`src/rtl/charselect_pkg.sv`:
```
// Shared types for the character-select sequencer: game phases and background screen codes.
// Pure declarations; no latency or flow control involved.
package charselect_pkg;

   typedef enum logic [1:0] {
      PH_TITLE     = 2'd0,
      PH_SELECT    = 2'd1,
      PH_COUNTDOWN = 2'd2,
      PH_FIGHT     = 2'd3
   } phase_e;

   localparam logic [1:0] SCR_TITLE  = 2'd0;
   localparam logic [1:0] SCR_SELECT = 2'd1;
   localparam logic [1:0] SCR_FIGHT  = 2'd2;

   // The countdown runs over the select background, so two phases share one screen.
   function automatic logic [1:0] phase_screen(input phase_e ph);
      case (ph)
         PH_SELECT, PH_COUNTDOWN: phase_screen = SCR_SELECT;
         PH_FIGHT:                phase_screen = SCR_FIGHT;
         default:                 phase_screen = SCR_TITLE;
      endcase
   endfunction

endpackage

```
`src/rtl/charselect_ctrl_if.sv`:
```
// Bundle of frame/key inputs and overlay/screen outputs of the character-select controller.
// master = controller side, slave = video/game side; no handshake, all levels or single-cycle pulses.
interface charselect_ctrl_if #(parameter int NUM_CHARS = 4);
   localparam int CW = $clog2(NUM_CHARS);

   logic          frame_tick;
   logic          start_btn;
   logic          p1_left, p1_right, p1_ok, p1_back;
   logic          p2_left, p2_right, p2_ok, p2_back;
   logic          fight_over;
   logic [1:0]    screen_sel;
   logic [CW-1:0] p1_cursor, p2_cursor;
   logic          p1_locked, p2_locked;
   logic          cursor_blink;
   logic [7:0]    countdown;
   logic          fight_start;

   modport master (
      input  frame_tick, start_btn,
      input  p1_left, p1_right, p1_ok, p1_back,
      input  p2_left, p2_right, p2_ok, p2_back,
      input  fight_over,
      output screen_sel, p1_cursor, p2_cursor, p1_locked, p2_locked,
      output cursor_blink, countdown, fight_start
   );

   modport slave (
      output frame_tick, start_btn,
      output p1_left, p1_right, p1_ok, p1_back,
      output p2_left, p2_right, p2_ok, p2_back,
      output fight_over,
      input  screen_sel, p1_cursor, p2_cursor, p1_locked, p2_locked,
      input  cursor_blink, countdown, fight_start
   );
endinterface

```
`src/rtl/charselect_player.sv`:
```
// One player's key edge detect, wrapping cursor and lock bit; a press in cycle n shows at n+1.
// No backpressure: disabled keys are dropped, but history keeps tracking so held keys never retrigger.
module charselect_player #(
   parameter int NUM_CHARS = 4,
   parameter int INIT      = 0
) (
   input  logic                         vga_clk,
   input  logic                         reset_n,
   input  logic                         key_left,
   input  logic                         key_right,
   input  logic                         key_ok,
   input  logic                         key_back,
   input  logic                         enable_move,
   input  logic                         enable_lock,
   input  logic                         reload,
   input  logic [$clog2(NUM_CHARS)-1:0] reload_value,
   output logic [$clog2(NUM_CHARS)-1:0] cursor,
   output logic                         locked,
   output logic                         back_pressed
);
   localparam int CW = $clog2(NUM_CHARS);
   localparam logic [CW-1:0] LAST = CW'(NUM_CHARS - 1);

   logic [3:0]    hist_q;
   logic          left_p, right_p, ok_p, back_p;
   logic          ok_eff, move_ok;
   logic [CW-1:0] cursor_nxt;

   assign left_p  = key_left  & ~hist_q[3];
   assign right_p = key_right & ~hist_q[2];
   assign ok_p    = key_ok    & ~hist_q[1];
   assign back_p  = key_back  & ~hist_q[0];

   // back beats ok; a simultaneous ok+back also freezes the cursor
   assign back_pressed = back_p & locked & enable_lock;
   assign ok_eff       = ok_p & ~back_p & ~locked & enable_lock;
   assign move_ok      = enable_move & ~locked & ~(ok_p & back_p);

   always_comb begin
      cursor_nxt = cursor;
      if (move_ok && left_p && !right_p)
         cursor_nxt = (cursor == '0) ? LAST : cursor - 1'b1;
      else if (move_ok && right_p && !left_p)
         cursor_nxt = (cursor == LAST) ? '0 : cursor + 1'b1;
   end

   always_ff @(posedge vga_clk or negedge reset_n) begin
      if (!reset_n) begin
         hist_q <= '0;
         cursor <= CW'(INIT);
         locked <= 1'b0;
      end else begin
         hist_q <= {key_left, key_right, key_ok, key_back};
         if (reload) begin
            cursor <= reload_value;
            locked <= 1'b0;
         end else begin
            cursor <= cursor_nxt;
            if (back_pressed)
               locked <= 1'b0;
            else if (ok_eff)
               locked <= 1'b1;
         end
      end
   end
endmodule

```
`src/rtl/charselect_ctrl.sv`:
```
// Title/select/countdown/fight sequencer with per-player cursors, blink and fight_start pulse.
// All outputs registered, one cycle after the triggering input; inputs are never stalled.
module charselect_ctrl
   import charselect_pkg::*;
#(
   parameter int NUM_CHARS    = 4,
   parameter int COUNT_FRAMES = 180,
   parameter int BLINK_FRAMES = 15
) (
   input  logic               vga_clk,
   input  logic               reset_n,
   charselect_ctrl_if.master  bus
);
   localparam int CW = $clog2(NUM_CHARS);
   localparam int BW = (BLINK_FRAMES > 1) ? $clog2(BLINK_FRAMES) : 1;
   localparam logic [BW-1:0] BLINK_LAST = BW'(BLINK_FRAMES - 1);

   phase_e        state_q, state_d;
   logic          start_hist_q, start_p;
   logic          p1_back, p2_back, any_back;
   logic          p1_locked, p2_locked;
   logic [CW-1:0] p1_cursor, p2_cursor;
   logic          enable_move, enable_lock, reload, from_title;
   logic [1:0]    scr_q, scr_d;
   logic [7:0]    cnt_q, cnt_d;
   logic          fs_q, fs_d;
   logic [BW-1:0] bcnt_q, bcnt_d;
   logic          blink_q, blink_d;

   assign start_p  = bus.start_btn & ~start_hist_q;
   assign any_back = p1_back | p2_back;

   always_ff @(posedge vga_clk or negedge reset_n) begin
      if (!reset_n) state_q <= PH_TITLE;
      else          state_q <= state_d;
   end

   always_comb begin
      state_d = state_q;
      case (state_q)
         PH_TITLE:     if (start_p) state_d = PH_SELECT;
         PH_SELECT:    if (p1_locked && p2_locked && !any_back) state_d = PH_COUNTDOWN;
         PH_COUNTDOWN: begin
            if (any_back)
               state_d = PH_SELECT;
            else if (bus.frame_tick && cnt_q == 8'd1)
               state_d = PH_FIGHT;
         end
         PH_FIGHT:     if (bus.fight_over) state_d = PH_SELECT;
         default:      state_d = PH_TITLE;
      endcase
   end

   always_comb begin
      scr_d       = phase_screen(state_d);
      fs_d        = (state_q == PH_COUNTDOWN) && (state_d == PH_FIGHT);
      enable_move = (state_q == PH_SELECT);
      enable_lock = (state_q == PH_SELECT) || (state_q == PH_COUNTDOWN);
      from_title  = (state_q == PH_TITLE);
      // Title entry restores default cursors; fight exit keeps them but drops both locks.
      reload      = (state_d == PH_SELECT) && (from_title || state_q == PH_FIGHT);
      cnt_d       = '0;
      if (state_q == PH_SELECT && state_d == PH_COUNTDOWN)
         cnt_d = 8'(COUNT_FRAMES);
      else if (state_q == PH_COUNTDOWN && state_d == PH_COUNTDOWN)
         cnt_d = bus.frame_tick ? cnt_q - 8'd1 : cnt_q;
      bcnt_d  = '0;
      blink_d = 1'b0;
      if (state_d == PH_SELECT || state_d == PH_COUNTDOWN) begin
         bcnt_d  = bcnt_q;
         blink_d = blink_q;
         if (bus.frame_tick) begin
            if (bcnt_q == BLINK_LAST) begin
               bcnt_d  = '0;
               blink_d = ~blink_q;
            end else begin
               bcnt_d = bcnt_q + 1'b1;
            end
         end
      end
   end

   always_ff @(posedge vga_clk or negedge reset_n) begin
      if (!reset_n) begin
         start_hist_q <= 1'b0;
         scr_q        <= SCR_TITLE;
         cnt_q        <= '0;
         fs_q         <= 1'b0;
         bcnt_q       <= '0;
         blink_q      <= 1'b0;
      end else begin
         start_hist_q <= bus.start_btn;
         scr_q        <= scr_d;
         cnt_q        <= cnt_d;
         fs_q         <= fs_d;
         bcnt_q       <= bcnt_d;
         blink_q      <= blink_d;
      end
   end

   charselect_player #(.NUM_CHARS(NUM_CHARS), .INIT(0)) u_p1 (
      .vga_clk      (vga_clk),
      .reset_n      (reset_n),
      .key_left     (bus.p1_left),
      .key_right    (bus.p1_right),
      .key_ok       (bus.p1_ok),
      .key_back     (bus.p1_back),
      .enable_move  (enable_move),
      .enable_lock  (enable_lock),
      .reload       (reload),
      .reload_value (from_title ? '0 : p1_cursor),
      .cursor       (p1_cursor),
      .locked       (p1_locked),
      .back_pressed (p1_back)
   );

   charselect_player #(.NUM_CHARS(NUM_CHARS), .INIT(NUM_CHARS - 1)) u_p2 (
      .vga_clk      (vga_clk),
      .reset_n      (reset_n),
      .key_left     (bus.p2_left),
      .key_right    (bus.p2_right),
      .key_ok       (bus.p2_ok),
      .key_back     (bus.p2_back),
      .enable_move  (enable_move),
      .enable_lock  (enable_lock),
      .reload       (reload),
      .reload_value (from_title ? CW'(NUM_CHARS - 1) : p2_cursor),
      .cursor       (p2_cursor),
      .locked       (p2_locked),
      .back_pressed (p2_back)
   );

   assign bus.screen_sel   = scr_q;
   assign bus.p1_cursor    = p1_cursor;
   assign bus.p2_cursor    = p2_cursor;
   assign bus.p1_locked    = p1_locked;
   assign bus.p2_locked    = p2_locked;
   assign bus.cursor_blink = blink_q;
   assign bus.countdown    = cnt_q;
   assign bus.fight_start  = fs_q;
endmodule

```
`src/flat_wrapper.sv`:
```
// flat-port wrapper written by rule: the top's interface ports become plain ports
module charselect_ctrl_flat import charselect_pkg::*;
#(
   parameter int NUM_CHARS    = 4,
   parameter int COUNT_FRAMES = 180,
   parameter int BLINK_FRAMES = 15
)
  (vga_clk, reset_n, bus_frame_tick, bus_start_btn, bus_p1_left, bus_p1_right, bus_p1_ok, bus_p1_back, bus_p2_left, bus_p2_right, bus_p2_ok, bus_p2_back, bus_fight_over, bus_screen_sel, bus_p1_cursor, bus_p2_cursor, bus_p1_locked, bus_p2_locked, bus_cursor_blink, bus_countdown, bus_fight_start);
  charselect_ctrl_if #(.NUM_CHARS(NUM_CHARS)) bus_i ();
  input  logic vga_clk;
  input  logic reset_n;
  input wire logic [$bits(bus_i.frame_tick)-1:0] bus_frame_tick;
  input wire logic [$bits(bus_i.start_btn)-1:0] bus_start_btn;
  input wire logic [$bits(bus_i.p1_left)-1:0] bus_p1_left;
  input wire logic [$bits(bus_i.p1_right)-1:0] bus_p1_right;
  input wire logic [$bits(bus_i.p1_ok)-1:0] bus_p1_ok;
  input wire logic [$bits(bus_i.p1_back)-1:0] bus_p1_back;
  input wire logic [$bits(bus_i.p2_left)-1:0] bus_p2_left;
  input wire logic [$bits(bus_i.p2_right)-1:0] bus_p2_right;
  input wire logic [$bits(bus_i.p2_ok)-1:0] bus_p2_ok;
  input wire logic [$bits(bus_i.p2_back)-1:0] bus_p2_back;
  input wire logic [$bits(bus_i.fight_over)-1:0] bus_fight_over;
  output wire logic [$bits(bus_i.screen_sel)-1:0] bus_screen_sel;
  output wire logic [$bits(bus_i.p1_cursor)-1:0] bus_p1_cursor;
  output wire logic [$bits(bus_i.p2_cursor)-1:0] bus_p2_cursor;
  output wire logic [$bits(bus_i.p1_locked)-1:0] bus_p1_locked;
  output wire logic [$bits(bus_i.p2_locked)-1:0] bus_p2_locked;
  output wire logic [$bits(bus_i.cursor_blink)-1:0] bus_cursor_blink;
  output wire logic [$bits(bus_i.countdown)-1:0] bus_countdown;
  output wire logic [$bits(bus_i.fight_start)-1:0] bus_fight_start;
  assign bus_i.frame_tick = bus_frame_tick;
  assign bus_i.start_btn = bus_start_btn;
  assign bus_i.p1_left = bus_p1_left;
  assign bus_i.p1_right = bus_p1_right;
  assign bus_i.p1_ok = bus_p1_ok;
  assign bus_i.p1_back = bus_p1_back;
  assign bus_i.p2_left = bus_p2_left;
  assign bus_i.p2_right = bus_p2_right;
  assign bus_i.p2_ok = bus_p2_ok;
  assign bus_i.p2_back = bus_p2_back;
  assign bus_i.fight_over = bus_fight_over;
  assign bus_screen_sel = bus_i.screen_sel;
  assign bus_p1_cursor = bus_i.p1_cursor;
  assign bus_p2_cursor = bus_i.p2_cursor;
  assign bus_p1_locked = bus_i.p1_locked;
  assign bus_p2_locked = bus_i.p2_locked;
  assign bus_cursor_blink = bus_i.cursor_blink;
  assign bus_countdown = bus_i.countdown;
  assign bus_fight_start = bus_i.fight_start;
  charselect_ctrl #(.NUM_CHARS(NUM_CHARS), .COUNT_FRAMES(COUNT_FRAMES), .BLINK_FRAMES(BLINK_FRAMES)) u_core (.vga_clk(vga_clk), .reset_n(reset_n), .bus(bus_i));
endmodule
```
`config.mk`:
```
export PLATFORM = sky130hd
export DESIGN_NAME = charselect_ctrl_flat
export DESIGN_NICKNAME = d
export VERILOG_FILES = /design/src/rtl/charselect_pkg.sv /design/src/rtl/charselect_ctrl_if.sv /design/src/rtl/charselect_player.sv /design/src/rtl/charselect_ctrl.sv /design/src/flat_wrapper.sv
export SDC_FILE = /design/constraint.sdc
export NUM_CORES = 1
export LEC_CHECK = 0
export ABC_CLOCK_PERIOD_IN_PS = 3050
export CORE_UTILIZATION = 49
export CTS_BUF_LIST = sky130_fd_sc_hd__clkbuf_4 sky130_fd_sc_hd__clkbuf_8
export DETAILED_ROUTE_END_ITERATION = 16
export GPL_TIMING_DRIVEN = 0
export PLACE_DENSITY = 0.88
export SLEW_MARGIN = 20
export SYNTH_ARGS = -nofsm -noshare
export SYNTH_HDL_FRONTEND = slang
export SYNTH_SLANG_ARGS = --single-unit
```
`constraint.sdc`:
```
create_clock -name vga_clk -period 3.05 [get_ports vga_clk]
set_input_delay 0.4575 -clock vga_clk [delete_from_list [all_inputs] [get_ports vga_clk]]
set_output_delay 0.4575 -clock vga_clk [all_outputs]
set_load 0.1 [all_outputs]
```
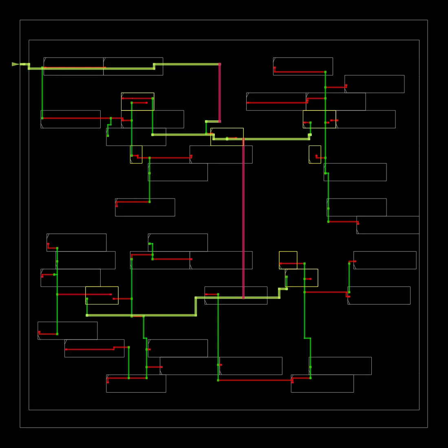
*Clock routing*
Flops: 33
CTS sink count: 33
clk pwr: 0.000323 W
Worst Skew: 0.00533 ns

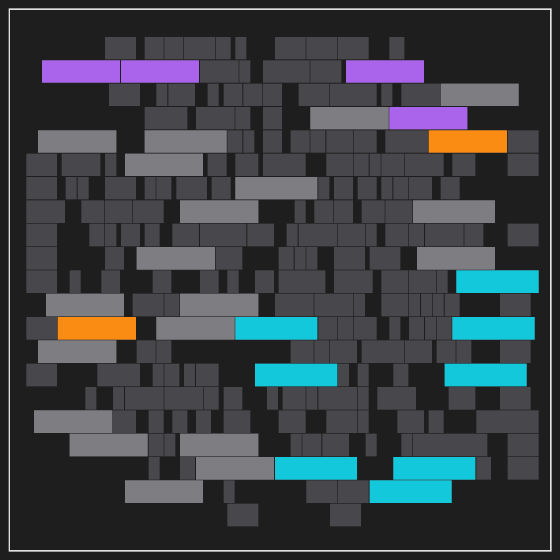
*Where the registers sit*
| colour | name in the netlist | placed flops |
|---|---|---|
| orange | u_core.bus.screen_sel | 2 |
| cyan | u_core.bus.countdown | 8 |
| purple | u_core.u_p2.hist_q | 4 |
not coloured: 19
Register Area: 840 sq um
Seq area share: 0.358
Seq power: 0.000680 W
fin util: 0.682

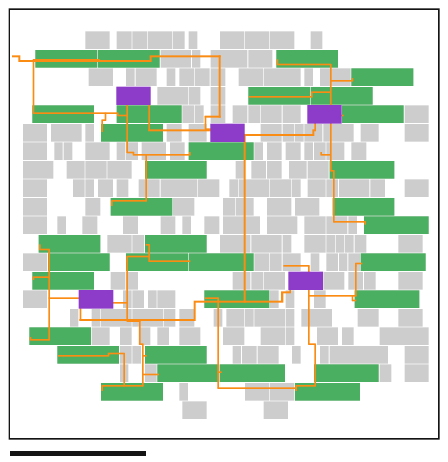
*Routed clock nets over the placement*
Bar = 20 um.
[green] flip-flops | count: 33
[orange] clock wires | length: 431 um
[purple] clock drivers | count: 5
flops lie: all over the die
routed clock nets: 6
clock network power share: 0.123
Insertion Delay late pin: 0.29 ns

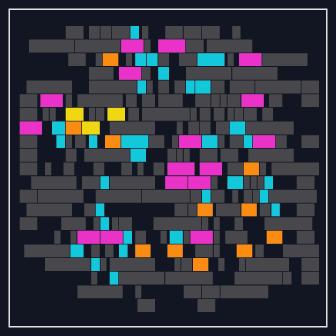
*Gate families picked out*
| colour | family | cells |
|---|---|---|
| magenta | fa/ha/maj cells | 16 |
| orange | xor and xnor cells | 11 |
| yellow | mux cells | 3 |
| cyan | aoi and oai cells | 30 |
fin cells: 272
Top cell excl fill/tap: clkdlybuf4s50_1

==> ci_impl_report.md <==
## Implementation flow summary

| Metric | Value |
|---|---|
| Status | `finished, final reports clean` |
| Chip Width | `62.9 um` |
| Max Cap Viol | `0` |
| CP most frequent cell | `ha_2` |
| Post-Syn Area | `0.00182 sq mm` |
| Die area | `0.00396 sq mm` |
| Post-synthesis instance total | `181` |
| CORE AREA | `0.00344 sq mm` |
| Setup crit end kind | `register` |
| CTS Buffer Depth | `2` |
| Synthesis Warnings | `0` |
| Worst reg2reg path startpoint | `u_core.state_q[1]$_DFF_PN0_` |
| OpenROAD warning count | `36` |
| Post-synthesis sequential area ratio | `0.455` |
| DR iter-0 viols | `52` |
| Port Buf Inserts | `30` |
| YS chip area | `0.00182 sq mm` |
| Top cells, area | `dfrtp_1 43%, ha_1 11%, inv_1 3.5%` |
| Total power | `0.00263 W` |
| Final net count | `254` |
| Top-Level Pins | `31` |
| M1 wire length | `1640 um` |
| Initial antenna violation count | `0` |
| Critical path class | `reg2reg` |
| Simple share | `0.206` |
| Lkg Pwr | `1.03 nW` |
| Post-DP HPWL | `2560 um` |
| Wirelength, routed | `3690 um` |
| Fp_density | `0.529` |
| Cell type with the largest total area | `dfrtp_1` |
| Top cells excl fill/tap | `29 x clkdlybuf4s50_1, 22 x dfrtp_1, 17 x inv_1, 14 x nand2_1, 14 x ha_1` |
| Slowest Stage Delay on Critical Path | `0.45 ns` |
| DRT antenna net count | `0` |
| Drt pass-1 iters | `4` |
| WHS | `0.112 ns` |
| Mean post-synth cell area | `10.1 sq um` |
| Pin count of the biggest net entering global routing | `34` |
| Post-synth EDFFs | `0` |
| Minimum clock period | `2.87 ns` |
| Cycle use final | `0.941` |
| Design Area, Final | `0.00235 sq mm` |
| Largest family of logic cells by area | `simple AND/OR/NAND/NOR gates` |
| Pre-CTS setup slack | `-0.231 ns` |
| Clock slew seen by the registers of the worst setup and hold paths | `0.07 ns` |
| DR DRC count | `0` |
| Via count | `1466` |
| Buf/Inv on CP | `1` |
| First-pass GRT wire length | `6200 um` |
| IR drop worst, VDD | `0.822 mV` |
| Max Slew Vio Count | `0` |
| Synth Flop Type | `dfrtp_1` |
| Area fraction in mux cells | `0.0165` |
| GR Overflow Total | `0` |
| Critical Path Start | `u_core.state_q[1]$_DFF_PN0_` |
| Vias in the first global route | `1396` |
| Worst R2R Setup Slack | `0.18 ns` |
| Relative slew slack | `0.349` |
| CTS Buf Count | `5` |
| # Cells Yosys | `181` |
| Vias per inst | `5.39` |
| P per Cell Area | `1120 mW/mm^2` |
| GP Congestion | `0.838` |
| Area Overhead vs Synth | `29.0%` |
| Adder share | `0.110` |
| Xor/xnor share | `0.0530` |
| CTS tree | `yes` |
| Crit-path slowest cell | `dfrtp_2` |
| Hold Fails Final Rpt | `0` |
| Worst setup margin | `0.179 ns` |
| Cell chain of the critical path | `inv_1, ha_2, nand4b_1, nand2_1, o311a_1, a311o_1, ha_2, nor2b_1, a2111oi_2, o21ai_1, mux2i_1` |
| Critical path's top delay family | `AND-OR/OR-AND gates` |
| Post-Synth AOI/OAI Area | `0.122` |
| Hold Path Class | `in2async` |
| CP Data Arrival Time | `3.04 ns` |
| DR WL/cell | `13.6 um` |
| WL met3 | `196 um` |
| Final setup vio count | `0` |
| Startpoint Class | `register` |
| Post-synthesis async set-or-reset flop share | `1.00` |
| Metal2 WL | `1820 um` |
cell usage after synthesis, drive strengths merged, types with 2 or more instances:
master  count
a31oi       3
inv        17
o21ai       9
nand2      14
xor2        4
dfrtp      31
nand4b      2
nand2b      6
nor2b       9
ha         16
nand3b      2
and2        3
nor2       13
o221ai      2
a21oi       8
nand4       2
nand3       9
a22oi       2
a311oi      2
and3        2
mux2i       3
xnor2       7
dfstp       2
routing by layer:
layer,up-vias,GRT usage
met5,-,0
met4,0,0.0610
met3,4,0.0712
met2,36,0.329
met1,708,0.253
li1,718,-
where the power goes:
group	switching [W]	total [W]	internal, W
clock	0.000166	0.000323	0.000157
combinational	0.00110	0.00162	0.000529
sequential	0.000115	0.000680	0.000565
total	0.00138	0.00263	0.00125
cell type report:
class,instances,area (sq um),area share
Sequential cell,33,840,0.358
Buffer,1,5.00,0.00213
Clock inverter,3,17.5,0.00747
Inverter,17,63.8,0.0272
Timing Repair Buffer,37,360,0.154
Tap cell,46,57.6,0.0245
Clock buffer,5,68.8,0.0293
Multi-Input combinational cell,130,933,0.398
repair_timing:
item                       4_1_cts  5_1_grt
gates resized                    3        3
setup buffers                    5        1
hold buffers                     0        0
setup endpoints to repair        2        2
pin swaps                        2        2
path summary, 6_finish.rpt:
check	cells past startpoint	endpoint
max	11	u_core.u_p1.cursor[0]$_DFFE_PN0P_
min	2	u_core.bus.cursor_blink$_DFFE_PN0P_
max reg2reg	11	u_core.u_p1.cursor[0]$_DFFE_PN0P_
min reg2reg	2	u_core.bus.cursor_blink$_DFFE_PN0P_
max in group asynchronous	2	u_core.u_p2.cursor[1]$_DFFE_PN1P_
min in group vga_clk	2	u_core.bus.cursor_blink$_DFFE_PN0P_
Power is estimated from default activity; no workload was simulated.
